==> config.mk <==
export PLATFORM = sky130hd
export DESIGN_NAME = envelope_engine_flat
export DESIGN_NICKNAME = d
export VERILOG_FILES = /design/src/rtl/envelope_engine_if.sv /design/src/rtl/envelope_engine.sv /design/src/flat_wrapper.sv
export SDC_FILE = /design/constraint.sdc
export NUM_CORES = 1
export LEC_CHECK = 0
export CAP_MARGIN = 30
export CELL_PAD_IN_SITES_DETAIL_PLACEMENT = 0
export CELL_PAD_IN_SITES_GLOBAL_PLACEMENT = 1
export CORE_MARGIN = 3
export CORE_UTILIZATION = 44
export DETAILED_ROUTE_END_ITERATION = 6
export PLACE_DENSITY = 0.89
export SLEW_MARGIN = 20
export SYNTH_ARGS = -nofsm -noshare
export SYNTH_HDL_FRONTEND = slang
export SYNTH_SLANG_ARGS = --single-unit
==> constraint.sdc <==
create_clock -name CLK -period 4.9 [get_ports CLK]
set_input_delay 1.225 -clock CLK [delete_from_list [all_inputs] [get_ports CLK]]
set_output_delay 1.225 -clock CLK [all_outputs]
set_load 0.1 [all_outputs]
==> src/rtl/envelope_engine_if.sv <==
// Request/response bundle between the sample feeder and the envelope engine.
// The feeder holds start until it sees idle_signal; fin_signal marks a valid result.
interface envelope_engine_if;
  logic        start;
  logic [31:0] sample_feed;
  logic        env_clear;
  logic        idle_signal;
  logic        fin_signal;
  logic [31:0] result;

  modport master (
    output start, sample_feed, env_clear,
    input  idle_signal, fin_signal, result
  );

  modport slave (
    input  start, sample_feed, env_clear,
    output idle_signal, fin_signal, result
  );
endinterface

==> src/rtl/envelope_engine.sv <==
// Per-channel envelope follower: |x| tracked with fast attack / slow release, round-robin channels.
// Latency: accept edge k -> fin in cycle k+4, idle again k+5; start is ignored unless idle.
module envelope_engine #(
  parameter int ATTACK_SHIFT  = 2,
  parameter int RELEASE_SHIFT = 6,
  parameter int NUM_CH        = 4
) (
  input  logic              CLK,
  input  logic              RESET_N,
  envelope_engine_if.slave  bus
);

  localparam int            CW      = (NUM_CH > 1) ? $clog2(NUM_CH) : 1;
  localparam logic [CW-1:0] LAST_CH = CW'(NUM_CH - 1);

  typedef enum logic [2:0] {IDLE, ABS, DIFF, SCALE, DONE} state_t;

  state_t             state_q, state_d;
  logic [31:0]        x_q, x_d;
  logic [31:0]        a_q, a_d;
  logic [31:0]        e_q, e_d;
  logic signed [32:0] d_q, d_d;
  logic [31:0]        result_q, result_d;
  logic [CW-1:0]      chan_q, chan_d;
  logic               clear_pend_q, clear_pend_d;
  logic [31:0]        env_q [NUM_CH];
  logic [31:0]        env_d [NUM_CH];

  logic [31:0]        abs_x;
  logic signed [32:0] d_shift;
  logic signed [33:0] sum;
  logic [31:0]        e_new;

  // The most negative sample has no positive twin; saturate it.
  always_comb begin
    if (x_q == 32'h8000_0000) begin
      abs_x = 32'h7FFF_FFFF;
    end else if (x_q[31]) begin
      abs_x = -x_q;
    end else begin
      abs_x = x_q;
    end
  end

  // Floor shift makes any negative difference move the envelope by at least 1.
  always_comb begin
    if (!d_q[32] && (d_q != '0)) begin
      d_shift = d_q >>> ATTACK_SHIFT;
    end else begin
      d_shift = d_q >>> RELEASE_SHIFT;
    end
    sum = $signed({2'b00, e_q}) + $signed({d_shift[32], d_shift});
    if (sum[33]) begin
      e_new = '0;
    end else if (sum[32:31] != 2'b00) begin
      e_new = 32'h7FFF_FFFF;
    end else begin
      e_new = sum[31:0];
    end
  end

  always_comb begin
    state_d      = state_q;
    x_d          = x_q;
    a_d          = a_q;
    e_d          = e_q;
    d_d          = d_q;
    result_d     = result_q;
    chan_d       = chan_q;
    clear_pend_d = clear_pend_q;
    env_d        = env_q;

    // A clear that cannot be applied right now waits for the end of the operation.
    if (bus.env_clear && !((state_q == IDLE) && !bus.start)) begin
      clear_pend_d = 1'b1;
    end

    unique case (state_q)
      IDLE: begin
        if (bus.start) begin
          x_d     = bus.sample_feed;
          state_d = ABS;
        end else if (bus.env_clear) begin
          for (int i = 0; i < NUM_CH; i++) begin
            env_d[i] = '0;
          end
          chan_d = '0;
        end
      end
      ABS: begin
        a_d     = abs_x;
        e_d     = env_q[chan_q];
        state_d = DIFF;
      end
      DIFF: begin
        d_d     = $signed({1'b0, a_q}) - $signed({1'b0, e_q});
        state_d = SCALE;
      end
      SCALE: begin
        env_d[chan_q] = e_new;
        result_d      = e_new;
        state_d       = DONE;
      end
      DONE: begin
        state_d = IDLE;
        if (clear_pend_q || bus.env_clear) begin
          for (int i = 0; i < NUM_CH; i++) begin
            env_d[i] = '0;
          end
          chan_d       = '0;
          clear_pend_d = 1'b0;
        end else if (chan_q == LAST_CH) begin
          chan_d = '0;
        end else begin
          chan_d = chan_q + 1'b1;
        end
      end
      default: state_d = IDLE;
    endcase
  end

  always_ff @(posedge CLK or negedge RESET_N) begin
    if (!RESET_N) begin
      state_q      <= IDLE;
      x_q          <= '0;
      a_q          <= '0;
      e_q          <= '0;
      d_q          <= '0;
      result_q     <= '0;
      chan_q       <= '0;
      clear_pend_q <= 1'b0;
      for (int i = 0; i < NUM_CH; i++) begin
        env_q[i] <= '0;
      end
    end else begin
      state_q      <= state_d;
      x_q          <= x_d;
      a_q          <= a_d;
      e_q          <= e_d;
      d_q          <= d_d;
      result_q     <= result_d;
      chan_q       <= chan_d;
      clear_pend_q <= clear_pend_d;
      env_q        <= env_d;
    end
  end

  assign bus.idle_signal = (state_q == IDLE);
  assign bus.fin_signal  = (state_q == DONE);
  assign bus.result      = result_q;

endmodule

==> src/flat_wrapper.sv <==
// flat-port wrapper written by rule: the top's interface ports become plain ports
module envelope_engine_flat 
#(
  parameter int ATTACK_SHIFT  = 2,
  parameter int RELEASE_SHIFT = 6,
  parameter int NUM_CH        = 4
)
  (CLK, RESET_N, bus_start, bus_sample_feed, bus_env_clear, bus_idle_signal, bus_fin_signal, bus_result);
  envelope_engine_if bus_i ();
  input  logic CLK;
  input  logic RESET_N;
  input wire logic [$bits(bus_i.start)-1:0] bus_start;
  input wire logic [$bits(bus_i.sample_feed)-1:0] bus_sample_feed;
  input wire logic [$bits(bus_i.env_clear)-1:0] bus_env_clear;
  output wire logic [$bits(bus_i.idle_signal)-1:0] bus_idle_signal;
  output wire logic [$bits(bus_i.fin_signal)-1:0] bus_fin_signal;
  output wire logic [$bits(bus_i.result)-1:0] bus_result;
  assign bus_i.start = bus_start;
  assign bus_i.sample_feed = bus_sample_feed;
  assign bus_i.env_clear = bus_env_clear;
  assign bus_idle_signal = bus_i.idle_signal;
  assign bus_fin_signal = bus_i.fin_signal;
  assign bus_result = bus_i.result;
  envelope_engine #(.ATTACK_SHIFT(ATTACK_SHIFT), .RELEASE_SHIFT(RELEASE_SHIFT), .NUM_CH(NUM_CH)) u_core (.CLK(CLK), .RESET_N(RESET_N), .bus(bus_i));
endmodule
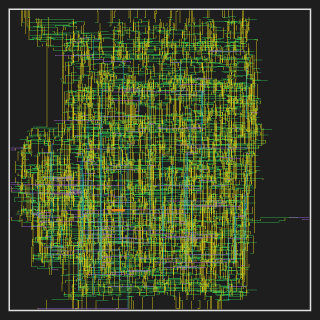
run_1/layers.png
Drawn at 1.5 px/um.
legend:
  M4:
    colour: cyan
    wire_length: 1850 um
  M1:
    colour: green
    wire_length: 19200 um
  M5:
    colour: orange
    wire_length: 7.40 um
  M2:
    colour: yellow
    wire_length: 21.0 mm
  M3:
    colour: purple
    wire_length: 2170 um

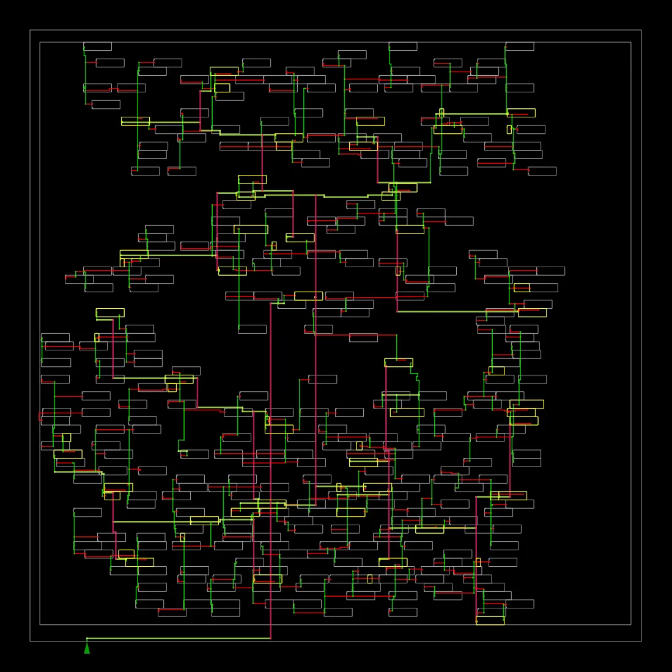
run_1/clock_nets.png
Clock Skew: 0.0200 ns
Flops: 295

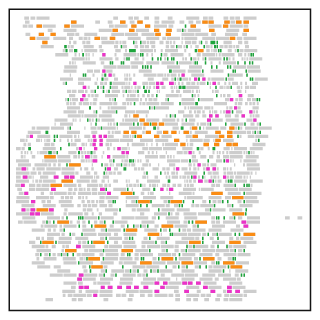
run_1/gates.png
Drawn at 1.5 px/um.
legend:
  nand cells:
    colour: green
    cells: 307
  mux cells:
    colour: orange
    cells: 89
  non-inverting ao/oa cells:
    colour: magenta
    cells: 97
    where: all over the die

==> run_results.csv, run 1 <==
group,metric,value,unit
detailed_routing,routed_wl,44200,um
clock_network,cts_buffers,35,
final_layout,stdcell_count,2180,
sta,period_used_share,0.956,
clock_network,cts.sinks,295,
final_layout,syn2layout_area_growth,15.9,%
detailed_routing,vias_per_cell,5.96,
yosys,async_flop_share,1.00,
yosys,synth-edff-count,0,
yosys,yosysTopAreaCell,"dfrtp_1",
run,max_cap_viol_count,0,
floorplan,core-area,36800,um^2
sta,worstMarginPinSlew,0.983,ns
clock_network,ctsLongestPathBuffers,3,
yosys,ff_type,"dfrtp_1",
detailed_routing,drt_pass1_iterations,6,
sta,finalSetupViolCount,0,
yosys,ys_area,16500,um^2
run,warning_count,32,
yosys,synthDistinctLibCells,73,
worst_setup_path,end_kind,"flip-flop",
global_route,grt_max_degree,120,
worst_setup_path,worstSetupPathType,"flip-flop to flip-flop",
floorplan,chipArea,39900,um^2
sta,rsz0062_at_grt,"no",
yosys,yosys.stat.seqShare,0.447,
place,placed_area,17900,um^2
outcome,status,"finished, final reports clean",
yosys,netlist_instances,1638,
yosys,yosys_warnings,0,
yosys,yosys-top-cells-count,"dfrtp_1 (295), nand2_1 (273), o21ai_0 (146)",
place,gp_congestion,0.889,
min_path,hp-class,"flip-flop to flip-flop",
yosys,floorplan.nets,1746,
sta,fmax,0.214,GHz
sta,drv_slew,0,
-- run 1: area by class of cell --
class | count | area (um^2)
inverters | 51 | 191
fillers | 3269 | 17600
well taps | 468 | 586
clock buffers | 52 | 1000
repair buffers | 112 | 1150
clock inverters | 9 | 150
flip-flops and latches | 295 | 7380
multi-input cells | 1193 | 8700
-- run 1: worst max-delay path, delay by kind of cell, from the launching register on --
family | cells | cell delay (ns)
AOI/OAI and AO/OA | 8 | 1.79
adders and majority gates | 2 | 0.59
buffers and inverters | 4 | 0.72
DFF | 1 | 0.44
muxes | 1 | 0.20
and+or+nand+nor | 5 | 0.84
-- run 1: repair_timing --
item,4_1_cts,5_1_grt
gates resized,0,18
buffers inserted,3,0
endpoints found under the setup margin,18,155
cloned,0,0
hold buffers,0,0
pin swaps,1,1
-- run 1: path summary, 6_finish.rpt --
check                               startpoint  slack (ns)  cells after the start                    end
worst max-delay path             u_core.d_q[6]        0.22                     20      u_core.env_q[106]
worst min-delay path            u_core.a_q[19]        0.48                      2         u_core.a_q[19]
worst max register to register   u_core.d_q[6]        0.22                     20      u_core.env_q[106]
worst min register to register  u_core.a_q[19]        0.48                      2         u_core.a_q[19]
max in group asynchronous              RESET_N        3.13                      2         u_core.e_q[21]
min in group asynchronous              RESET_N        0.79                      1  u_core.bus.result[23]
-- run 1: per-layer routing --
| metal | wire [um] | track usage | part of all wire |
|---|---|---|---|
| met1 | 19200 | 0.299 | 0.43 |
| met3 | 2170 | 0.0341 | 0.049 |
| met4 | 1850 | 0.0941 | 0.042 |
| met5 | 7 | 0 | 0.00016 |
| met2 | 21000 | 0.358 | 0.47 |
-- run 1: registers in the layout (all words and copies together) (netlist names) --
signal,flops
u_core.env_q,128
u_core.clear_pend_q,1
u_core.d_q,33
u_core.chan_q,2
u_core.state_q,3
u_core.x_q,32
u_core.bus.result,32
u_core.e_q,32
u_core.a_q,32
-- run 1: cells in the final DEF, fill, tap and decap left out, drive strengths merged, types with 28 or more instances in the layout --
master and count:
clkbuf 52, xor2 28, nor2 49, mux2 57, buf 44, ha 70
a2bb2oi 96, o21ai 150, inv 51, clkdlybuf4s50 68, nand2 273, a21o 37
mux4 32, dfrtp 295, xnor2 55, a21oi 56
-- run 1: kinds of logic (layout without fill, tap and decap cells) --
group                      after synthesis  in the layout  share of synthesized area
AOI/OAI and AO/OA                      497            497                      0.210
and+or+nand+nor                        452            452                      0.126
DFF                                    295            295                      0.447
buffers and inverters                  150            224                     0.0357
muxes                                   89             89                     0.0824
xor gates and xnor gates                83             83                     0.0440
adders and majority gates               72             72                     0.0554
==> inputs of run 2 (changes only) <==
--- a/config.mk
+++ b/config.mk
@@ -5,11 +5,13 @@
 export SDC_FILE = /design/constraint.sdc
 export NUM_CORES = 1
 export LEC_CHECK = 0
+export ABC_AREA = 1
 export CAP_MARGIN = 30
 export CELL_PAD_IN_SITES_DETAIL_PLACEMENT = 0
 export CELL_PAD_IN_SITES_GLOBAL_PLACEMENT = 1
 export CORE_MARGIN = 3
-export CORE_UTILIZATION = 44
+export CORE_UTILIZATION = 41
+export CTS_BUF_LIST = sky130_fd_sc_hd__clkbuf_16
 export DETAILED_ROUTE_END_ITERATION = 6
 export PLACE_DENSITY = 0.89
 export SLEW_MARGIN = 20
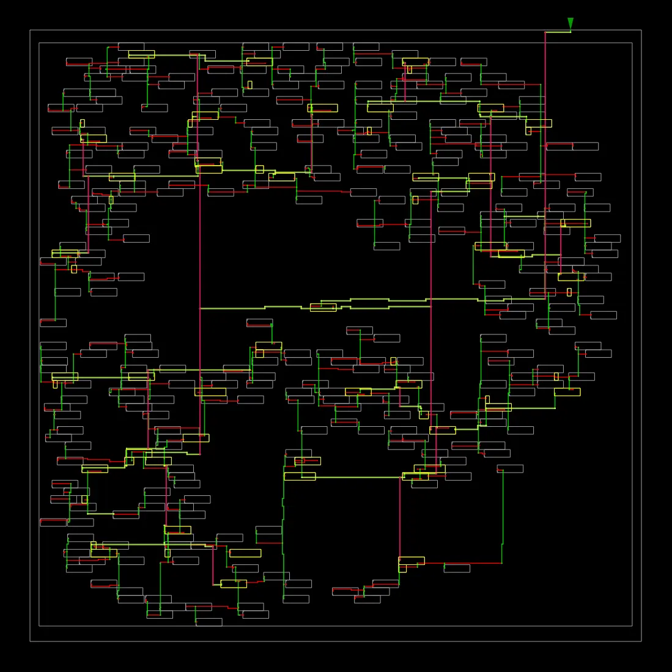
run_2/clock_nets.png
clkbuf count: 39
clk ins delay skew pair: 0.55 ns
Clock Skew: 0.0215 ns
CTS Sinks: 295

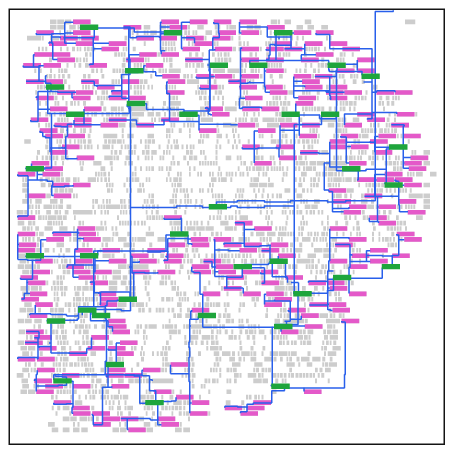
run_2/clock_wires.png
Drawn at 2 px/um.
legend:
  flip-flops:
    colour: magenta
    count: 295
  clock wires:
    colour: blue
    length: 4210 um
  clock-net drivers:
    colour: green
    count: 37
flops lie: all over the die
routed clock nets: 38

==> run 2 against run 1 <==
Against the previous run:
- utilization fell by 4.5 points
- count of clock-buffer cells in the layout fell by 13
- non-clock buffer count fell by 14
==> run_results.csv, run 2 <==
group,metric,value,unit
worst_setup_path,ff2ff_path_depth,23,
final_layout,largest_register,"u_core.env_q",
run,max_cap_viol_count,0,
sta,worstMarginPinSlew,0.993,ns
sta,finalSetupViolCount,0,
detailed_routing,drt_pass1_iterations,7,
yosys,async_flop_share,1.00,
place,placed_area,19400,um^2
worst_setup_path,reg2reg_to,"u_core.env_q[101]",
final_layout,final-seq-area,7380,um^2
final_layout,lay_top_count,"nand2_1",
run,warning_count,34,
final_layout,syn2layout_area_growth,13.5,%
yosys,yosys-top-cells-count,"nand2_1 (808), dfrtp_1 (295), inv_1 (233)",
final_layout,final_cell_mix,"nand2_1 (807), dfrtp_1 (294), inv_1 (238)",
clock_network,ctsLongestPathBuffers,3,
yosys,yosys.stat.seqShare,0.406,
clock_network,cts_buffers,37,
outcome,status,"finished, final reports clean",
detailed_routing,routed_wl,55900,um
yosys,floorplan.nets,2618,
yosys,synthDistinctLibCells,49,
min_path,holdCritStartpoint,"u_core.bus.result[4]",
place,gp_congestion,0.952,
yosys,yosysTopAreaCell,"dfrtp_1",
final_layout,fill_cells,4313,
worst_setup_path,r2r_setup_slack,0.59,ns
yosys,yosys_warnings,0,
final_layout,reg_top3,"u_core.env_q x128, u_core.d_q x33",
worst_setup_path,worstSetupPathType,"flip-flop to flip-flop",
sta,drv_slew,0,
final_layout,stdcell_count,3157,
yosys,netlist_instances,2510,
yosys,synth-edff-count,0,
min_path,whs_endpoint,"u_core.bus.result[4]",
sta,fmax,0.232,GHz
floorplan,chipArea,47000,um^2
sta,rsz0062_at_grt,"no",
yosys,ys_area,18200,um^2
sta,period_used_share,0.880,
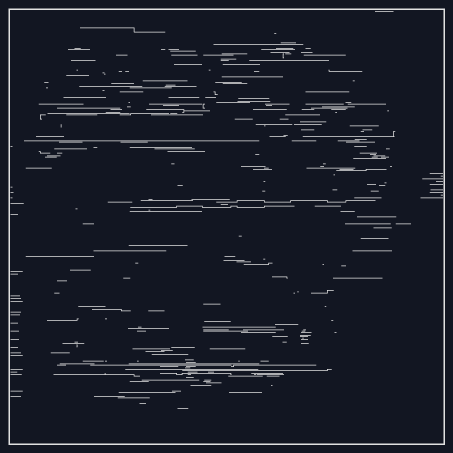
run_2/m3.png
Drawn at 2 px/um.
main direction: horizontal
longest straight run: 117 um

run 2: cell types whose count changed after synthesis, moves of 45 or more:
cell	change
nand2_1	+535
o21ai_0	+45
nor2_1	+168
mux2_2	-48
a21oi_1	+50
nand3_1	+185
inv_1	+182
a2bb2oi_1	-96
run 2: cell type report:
type                            instances  share of cell area
Timing Repair Buffer                   98              0.0492
Clock buffer                           39              0.0472
Tap cell                              585              0.0354
Clock inverter                         29              0.0131
Multi-Input combinational cell       1860               0.452
Inverter                              251              0.0456
Sequential cell                       295               0.357
run 2: kinds of logic (layout without fill, tap and decap cells):
kind of cell | Yosys count | in the layout | synth area share
adder cells (fa/ha/maj) | 72 | 72 | 0.0503
multiplexers | 9 | 9 | 0.00557
flip-flops | 295 | 295 | 0.406
AND-OR/OR-AND | 378 | 378 | 0.112
AND/OR/NAND/NOR | 1355 | 1355 | 0.322
buffers and inverters | 355 | 417 | 0.0822
XOR/XNOR | 46 | 46 | 0.0221
run 2: worst max-delay path, delay by kind of cell, from the launching register on:
family,cells,cell delay (ns)
buffers and inverters,4,0.50
DFF,1,0.40
and+or+nand+nor,15,1.93
AOI/OAI and AO/OA,2,0.62
adders and majority gates,2,0.67
run 2: how the worst max path moves through the flow:
| stage | start | end | slack [ns] | cells past startpoint |
|---|---|---|---|---|
| global route | u_core.d_q[31] | u_core.env_q[2] | 0.17 | 23 |
| detailed placement | u_core.d_q[31] | u_core.env_q[91] | 0.65 | 23 |
| floorplan | u_core.d_q[13] | u_core.env_q[11] | 1.47 | 24 |
| global placement | u_core.d_q[31] | u_core.bus.result[27] | 0.71 | 23 |
| finish | u_core.d_q[31] | u_core.env_q[101] | 0.59 | 23 |
| CTS | u_core.d_q[31] | u_core.env_q[91] | 0.62 | 23 |
run 2: metal layers:
metal,up-vias,routed length [um],GRT usage
li1,8228,-,-
met1,8000,24900,0.326
met2,543,25900,0.393
met3,80,3460,0.0369
met4,0,1600,0.0770
met5,-,0,0
